--- src/rtl/bios_rom_copier.sv ---
// Boot-time copier: streams ROM_SIZE bytes from the BIOS ROM into memory at MEM_BASE,
// then hands the memory bus to the CPU as a combinational pass-through.
module bios_rom_copier #(
    parameter int ADDR_W   = 8,
    parameter int DATA_W   = 8,
    parameter int ROM_SIZE = 256,
    parameter int MEM_BASE = 0
) (
    input  logic              CLOCK,
    input  logic              RESET,
    output logic [ADDR_W-1:0] rom_addr_bus,
    input  logic [DATA_W-1:0] rom_read_bus,
    output logic [1:0]        mem_ctrl_bus,
    output logic [ADDR_W-1:0] mem_addr_bus,
    output logic [DATA_W-1:0] mem_write_bus,
    input  logic [DATA_W-1:0] mem_read_bus,
    input  logic [1:0]        cpu_ctrl_bus,
    input  logic [ADDR_W-1:0] cpu_addr_bus,
    input  logic [DATA_W-1:0] cpu_write_bus,
    output logic [DATA_W-1:0] cpu_read_bus,
    output logic              cpu_hold,
    output logic              load_done
);

    typedef enum logic [1:0] {
        COPY,
        DRAIN,
        RUN
    } state_t;

    localparam logic [1:0]        CMD_NOP   = 2'b00;
    localparam logic [1:0]        CMD_WRITE = 2'b10;
    localparam logic [ADDR_W:0]   LAST_IDX  = (ADDR_W+1)'(ROM_SIZE - 1);
    localparam logic [ADDR_W-1:0] BASE      = ADDR_W'(MEM_BASE);
    localparam logic [ADDR_W-1:0] ONE       = ADDR_W'(1);

    state_t            state_q, state_d;
    logic [ADDR_W:0]   cnt_q, cnt_d;
    logic              wr_vld_q, wr_vld_d;
    logic [ADDR_W-1:0] rom_addr_q, rom_addr_d;
    logic [ADDR_W-1:0] wr_addr;

    // ROM data lags its address by one cycle, so the byte arriving now belongs to cnt-1.
    assign wr_addr = BASE + cnt_q[ADDR_W-1:0] - ONE;

    always_ff @(posedge CLOCK or posedge RESET) begin
        if (RESET) begin
            state_q    <= COPY;
            cnt_q      <= '0;
            wr_vld_q   <= 1'b0;
            rom_addr_q <= '0;
        end else begin
            state_q    <= state_d;
            cnt_q      <= cnt_d;
            wr_vld_q   <= wr_vld_d;
            rom_addr_q <= rom_addr_d;
        end
    end

    always_comb begin
        state_d       = state_q;
        cnt_d         = cnt_q;
        wr_vld_d      = wr_vld_q;
        rom_addr_d    = rom_addr_q;
        rom_addr_bus  = rom_addr_q;
        mem_ctrl_bus  = CMD_NOP;
        mem_addr_bus  = '0;
        mem_write_bus = '0;
        cpu_read_bus  = '0;
        cpu_hold      = 1'b1;
        load_done     = 1'b0;
        case (state_q)
            COPY: begin
                rom_addr_bus = cnt_q[ADDR_W-1:0];
                rom_addr_d   = cnt_q[ADDR_W-1:0];
                cnt_d        = cnt_q + 1'b1;
                wr_vld_d     = 1'b1;
                if (wr_vld_q) begin
                    mem_ctrl_bus  = CMD_WRITE;
                    mem_addr_bus  = wr_addr;
                    mem_write_bus = rom_read_bus;
                end
                if (cnt_q == LAST_IDX) begin
                    state_d = DRAIN;
                end
            end
            DRAIN: begin
                mem_ctrl_bus  = CMD_WRITE;
                mem_addr_bus  = wr_addr;
                mem_write_bus = rom_read_bus;
                state_d       = RUN;
            end
            RUN: begin
                mem_ctrl_bus  = cpu_ctrl_bus;
                mem_addr_bus  = cpu_addr_bus;
                mem_write_bus = cpu_write_bus;
                cpu_read_bus  = mem_read_bus;
                cpu_hold      = 1'b0;
                load_done     = 1'b1;
            end
            default: begin
                state_d = COPY;
            end
        endcase
    end

endmodule

--- config.mk ---
export PLATFORM = sky130hd
export DESIGN_NAME = bios_rom_copier
export DESIGN_NICKNAME = d
export VERILOG_FILES = /design/src/rtl/bios_rom_copier.sv
export SDC_FILE = /design/constraint.sdc
export NUM_CORES = 1
export LEC_CHECK = 0
export ABC_AREA = 1
export CAP_MARGIN = 20
export CORE_UTILIZATION = 37
export CTS_BUF_LIST = sky130_fd_sc_hd__clkbuf_4 sky130_fd_sc_hd__clkbuf_8
export DETAILED_ROUTE_END_ITERATION = 10
export HOLD_SLACK_MARGIN = 0.05
export PLACE_DENSITY = 0.79
export REMOVE_ABC_BUFFERS = 1
export SLEW_MARGIN = 20
export SYNTH_ARGS = -nofsm -noshare
export SYNTH_HDL_FRONTEND = slang
export SYNTH_SLANG_ARGS = --single-unit
--- constraint.sdc ---
create_clock -name CLOCK -period 1.55 [get_ports CLOCK]
set_input_delay 0.31 -clock CLOCK [delete_from_list [all_inputs] [get_ports CLOCK]]
set_output_delay 0.31 -clock CLOCK [all_outputs]
set_load 0.005 [all_outputs]
==> run_1/io_fan.png <==
(8 px per um)
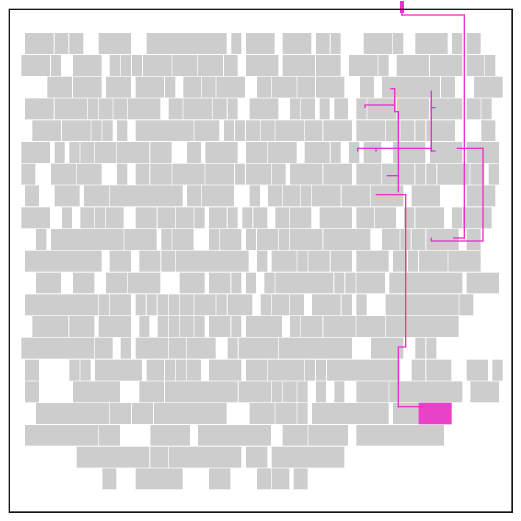
| colour | port | bits | direction | edge | end cells | buffers | wire |
|---|---|---|---|---|---|---|---|
| magenta | `load_done` | 1 | output | top | 1 | 4 | 131 um |

==> run_1/metal_density.png <==
(6 px per um) 13 x 13 tiles, from dark blue (low) to red (high), scaled to the fullest tile. Values are wire area over tile area, all layers added.
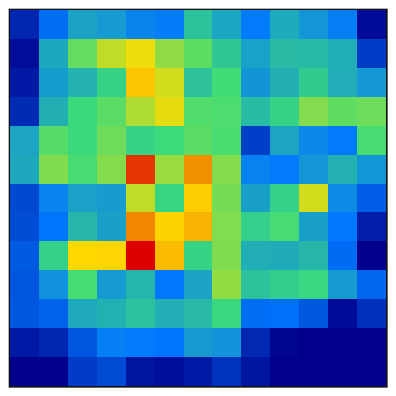
densest ninth of the die: middle
tiles over half the peak: 26%
emptiest ninth of the die: bottom right
fullest tile: 0.58
nearly empty tiles: 6.5%
mean over tiles: 0.21

==> run_1/flops_by_reg.png <==
(10 px per um)
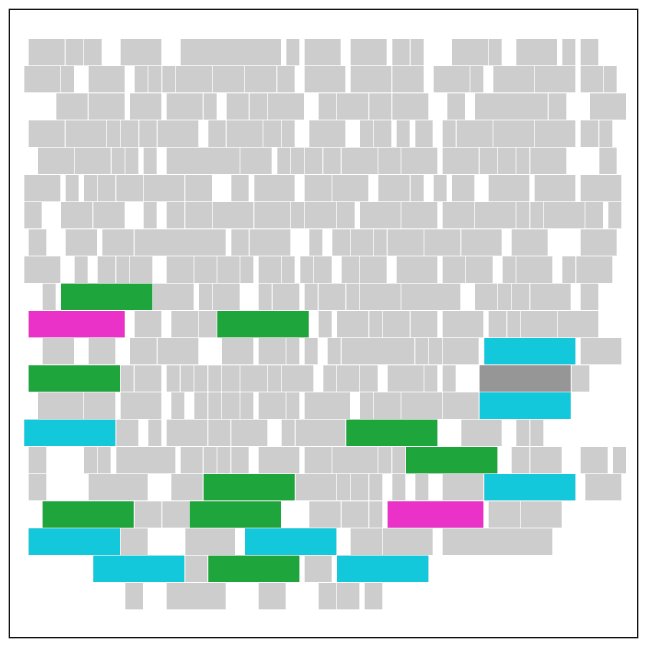
| colour | netlist name | flops |
|---|---|---|
| cyan | `rom_addr_q` | 8 |
| green | `cnt_q` | 9 |
| magenta | `state_q` | 2 |
not coloured: 1

==> run_1/wires.png <==
(6 px per um) Only two layers are drawn.
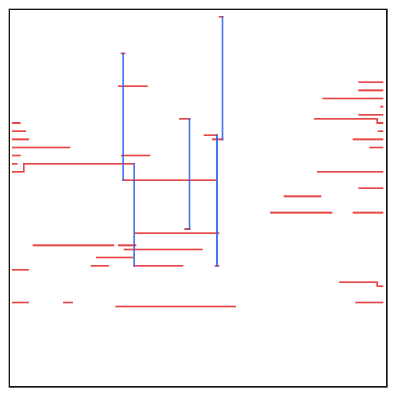
| colour | layer | wire length |
|---|---|---|
| blue | metal 4 | 98.6 um |
| red | metal 3 | 245 um |

==> results.cfg, run 1 <==
; flow metrics
[global_routing]
gr-usage-met1 = 0.2913
grt_overflow = 0
globalRouteTotalUtil = 0.2457

[clocking]
root_buffer = clkbuf_8
insertion_delay_ns = 0.26

[placement]
placed_cells = 343
place_ws_ns = -0.4054

[die]
fp_util = 0.3959
core_um2 = 3442
dieArea_um2 = 3929

[timing]
slew_headroom = 0.8314
finalCriticalPeriod_ns = 1.900
finalSetupViolCount = 36
setup_slack_ns = -0.3498
finalMaxSlewViolations = 0
whs_ns = 0.3774

[routing]
wl_met2_mm = 2.895
dr_wl_met3_um = 244
drtPass1Iterations = 4
wl_met1_mm = 2.051

[worst_setup_path]
end_kind = output pin
r2r_end = cnt_q[8]
cpPeakStageDelay_ns = 0.42
critPathArrivalTime_ns = 1.59

[power_and_ir_drop]
clkPwrFrac = 0.434
p_sw_frac = 0.1830

[finish]
layout.nonclk_buf_frac = 0.3691
mostFrequentLayoutCells = nand2_1, clkdlybuf4s50_1, buf_2

[run_status]
failed_checks = setup timing
status = finished with violations
==> run 1: cells by family after synthesis <==
| logic type | Yosys count | share of synthesized area |
|---|---|---|
| DFF | 20 | 0.3673 |
| xor gates and xnor gates | 4 | 0.02571 |
| and+or+nand+nor | 106 | 0.3398 |
| AOI/OAI and AO/OA | 30 | 0.1129 |
| buffers and inverters | 40 | 0.1267 |
| adders and majority gates | 3 | 0.02755 |
==> run 1: cells in the mapped netlist <==
library cell / number
nand2_1: 60
inv_1: 30
nor2_1: 24
dfrtp_1: 20
a21oi_1: 17
nand3_1: 12
o21ai_0: 12
nand4_1: 4
xor2_1: 4
buf_2: 3
ha_1: 3
buf_6: 2
clkbuf_1: 2
inv_2: 2
nor2_4: 2
buf_4: 1
nand2_4: 1
nor3_4: 1
nor4_1: 1
o21ai_2: 1
or2_2: 1
==> inputs of run 2 (changes only) <==
--- a/config.mk
+++ b/config.mk
@@ -13,5 +13,4 @@
 export HOLD_SLACK_MARGIN = 0.05
 export PLACE_DENSITY = 0.79
-export REMOVE_ABC_BUFFERS = 1
 export SLEW_MARGIN = 20
 export SYNTH_ARGS = -nofsm -noshare
==> constraint.sdc (replaced) <==
create_clock -name CLOCK -period 1.55 [get_ports CLOCK]
set_input_delay 0.31 -clock CLOCK [delete_from_list [all_inputs] [get_ports CLOCK]]
set_output_delay 0.31 -clock CLOCK [all_outputs]
set_load 0.05 [all_outputs]
==> results.cfg, run 2 <==
; yosys + openroad results
[run_status]
lastStage = clock tree synthesis
status = aborted with a tool error
stop_error = [ERROR DPL-0038] Utilization greater than 100%, impossible to legalize

[synthesis]
ff_type = dfrtp_1
syn_area_per_cell_um2 = 6.712
enable_flop_cells = 0
ys_async_sr_fraction = 1.000
top_area_frac = 0.3673
synth_cell_type_count = 21
fp_nets = 242
yosys.area.top_type = dfrtp_1
yosys-top-cells-area = dfrtp_1, nand2_1, inv_1, nor2_1, a21oi_1
ys_seq_frac = 0.3673
syn-instance-count = 203
common_cells = nand2_1, inv_1, nor2_1
ys_ff = 20
synth_chip_area_um2 = 1363
yosys_warnings = 0
synth.most_common_cell = nand2_1
yosysCellCount = 203

[die]
die_w_um = 62.69
pin_count = 72
fp.dieH_um = 62.69
fp_util = 0.3959
row_count = 21

[placement]
port_buffers = 71
dp_hpwl_mm = 4.033
gp_congestion = 0.8913
post_dp_cell_area_um2 = 2979

[clocking]
htreeDepth = 1
hold_buffers = 0
cts_setup_buffers = 15
root_buffer = clkbuf_8
numCtsBuffers = 3
cts.sinks = 20
clk_path_buf_depth = 2
post_cts_resized = 78
-- run 2: cell families after synthesis --
logic type	after synthesis	share of synthesized area
AND/OR/NAND/NOR	106	0.3398
buffers and inverters	40	0.1267
AND-OR/OR-AND	30	0.1129
flip-flops	20	0.3673
XOR/XNOR	4	0.02571
adder cells (fa/ha/maj)	3	0.02755
-- run 2: metrics by stage --
stage / instances / setup WS, ns
2_1_floorplan: 203 / -0.1438
3_3_place_gp: 347 / -0.1005
3_5_place_dp: 347 / -0.1484
==> inputs of run 3 (changes only) <==
- CORE_UTILIZATION: 37 -> 30
- CTS_BUF_LIST: sky130_fd_sc_hd__clkbuf_4 sky130_fd_sc_hd__clkbuf_8 -> unset
- HOLD_SLACK_MARGIN: 0.05 -> unset
- PLACE_DENSITY: 0.79 -> unset
- PLACE_DENSITY_LB_ADDON: unset -> 0.15
- clock period: 1.55 -> 2.02 ns (I/O delays scaled with it)
==> run_3/io_fan.png <==
(6 px per um)
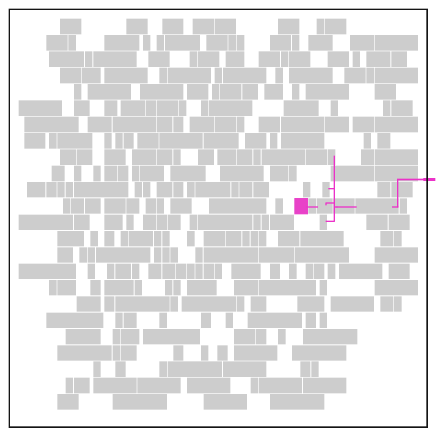
| colour | port | bits | direction | edge | end cells | buffers | wire |
|---|---|---|---|---|---|---|---|
| magenta | `load_done` | 1 | output | right | 1 | 2 | 30.3 um |

==> run_3/metal_density.png <==
(6 px per um) 14 x 14 tiles, from dark blue (low) to red (high), scaled to the fullest tile. Values are wire area over tile area, all layers added.
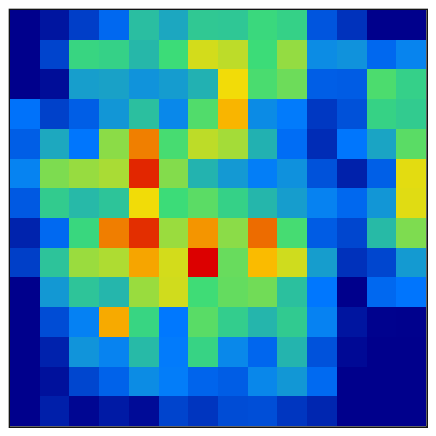
tiles over half the peak: 25%
emptiest ninth of the die: bottom right
mean over tiles: 0.14
nearly empty tiles: 12%
densest ninth of the die: middle

==> results.cfg, run 3 <==
; flow metrics
[run_status]
status = finished, final reports clean

[worst_setup_path]
end_kind = output pin
critPathArrivalTime_ns = 1.60

[synthesis]
ys_async_sr_fraction = 1.000
ys_sh_xor = 0.02571
syn-instance-count = 203
yosys_warnings = 0
mux_area_frac = 0
fp_nets = 242
top_area_frac = 0.3673
common_cells = nand2_1, inv_1, nor2_1

[timing]
finalMaxSlewViolations = 0
whs_ns = 0.4792
finalSetupViolCount = 0
setup_slack_ns = 0.01696
slew_headroom = 0.7192

[die]
core_um2 = 4354
fp.dieH_um = 69.40
dieArea_um2 = 4816
pin_count = 72

[clocking]
cts.sinks = 20
hold_buffers = 0
cts_setup_buffers = 2
numCtsBuffers = 3

[placement]
place_ws_ns = 0.1270
port_buffers = 71

[finish]
mostFrequentLayoutCells = nand2_1, buf_12, clkdlybuf4s50_1

[routing]
wl_met2_mm = 2.405
wl_met1_mm = 1.880
[run 3: cell counts after synthesis]
Identical to the previous run, type by type.
[run 3: cell type report]
type	instances	share of cell area
well taps	52	0.02231
clock buffers	3	0.01416
repair buffers	94	0.4316
flip-flops and latches	20	0.1737
multi-input cells	143	0.3157
inverters	32	0.04247
[run 3: stage by stage]
step | instances | total power [mW]
2_1_floorplan | 203 | 0.4622
3_3_place_gp | 329 | 0.5715
3_5_place_dp | 329 | 0.5737
4_1_cts | 334 | 0.8291
5_1_grt | 344 | 0.8578
6_report | 344 | 0.8194
[run 3: report_power, final]
group | leakage (nW) | switching [mW] | internal, mW
Combinational | 1.01 | 0.0674 | 0.101
Clock | 0.0216 | 0.119 | 0.132
Sequential | 0.243 | 0 | 0.400
==> run_3/placement.png <==
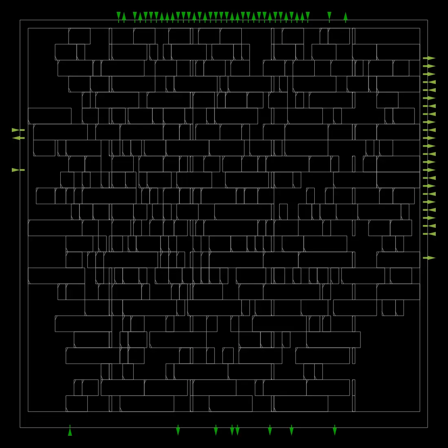

==> inputs of run 4 (changes only) <==
- clock period: 2.02 -> 2.2 ns (I/O delays scaled with it)
==> run_4/placement.png <==
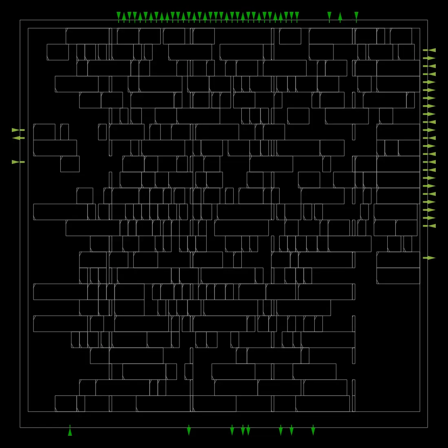
fin cells: 332
Seq cells: 20

==> results.cfg, run 4 <==
; flow metrics
[timing]
whs_ns = 0.5010
slew_headroom = 0.6889

[synthesis]
synth_chip_area_um2 = 1363
syn-instance-count = 203
fp_nets = 242
yosys_warnings = 0
synth.most_common_cell = nand2_1
ys_sh_xor = 0.02571
yosysCellCount = 203
synthTopLogicFamily = simple AND/OR/NAND/NOR gates
synth_adder_area_share = 0.02755
synth_cell_type_count = 21
synthSimpleGateAreaFrac = 0.3398
ff_type = dfrtp_1
enable_flop_cells = 0
ys_ff = 20
yosys-top-cells-area = dfrtp_1, nand2_1, inv_1, nor2_1, a21oi_1
mux_area_frac = 0
common_cells = nand2_1, inv_1, nor2_1
ys_async_sr_fraction = 1.000

[global_routing]
globalRouteTotalUtil = 0.1728
grt_overflow = 0
gr-usage-met1 = 0.2415

[die]
fp.dieH_um = 69.40
core_um2 = 4354
pin_count = 72
row_count = 24
fp_util = 0.3129

[run_status]
status = finished, final reports clean

[clocking]
htreeDepth = 1
cts.sinks = 20
numCtsBuffers = 3
clk_path_buf_depth = 2
insertion_delay_ns = 0.26
root_buffer = clkbuf_8
post_cts_resized = 3

[routing]
drtPass1Iterations = 4
wl_met1_mm = 1.783
dr_wl_met3_um = 256

[worst_setup_path]
r2r_end = cnt_q[8]
end_kind = output pin
critPathArrivalTime_ns = 1.71

[placement]
place_ws_ns = 0.2389
post_dp_cell_area_um2 = 2534
gp_congestion = 0.8262
dp_hpwl_mm = 3.162

[power_and_ir_drop]
p_total_uw = 788.7
==> run_4/io_fan.png <==
(6 px per um)
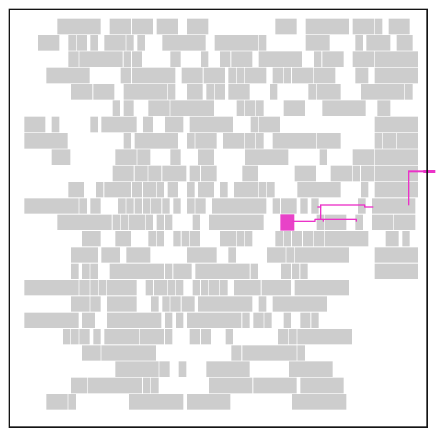
| colour | port | bits | direction | edge | end cells | buffers | wire |
|---|---|---|---|---|---|---|---|
| magenta | `load_done` | 1 | output | right | 1 | 1 | 31.7 um |

[run 4: worst reg2reg max path: cells and delay by family, from the launching register on]
| kind | cells | cell delay (ns) |
|---|---|---|
| simple gates | 2 | 0.40 |
| fa+ha+maj | 2 | 0.46 |
| buf+inv | 1 | 0.15 |
| compound gates | 1 | 0.16 |
| flops | 1 | 0.36 |
[run 4: power breakdown]
group / internal (mW) / leakage, nW / switching [mW] / total, mW
clock: 0.159 / 0.0288 / 0.115 / 0.274
sequential: 0.367 / 0.250 / 0 / 0.367
combinational: 0.0882 / 0.916 / 0.0589 / 0.147
total: 0.615 / 1.20 / 0.174 / 0.789
[run 4: layout make-up]
cell class,instances,area share
repair buffers,81,0.4278
multi-input cells,143,0.2913
well taps,52,0.02455
flip-flops and latches,20,0.1889
clock buffers,4,0.02077
inverters,32,0.04674
Power figures rest on the tool's default switching activity, not on a simulated workload.
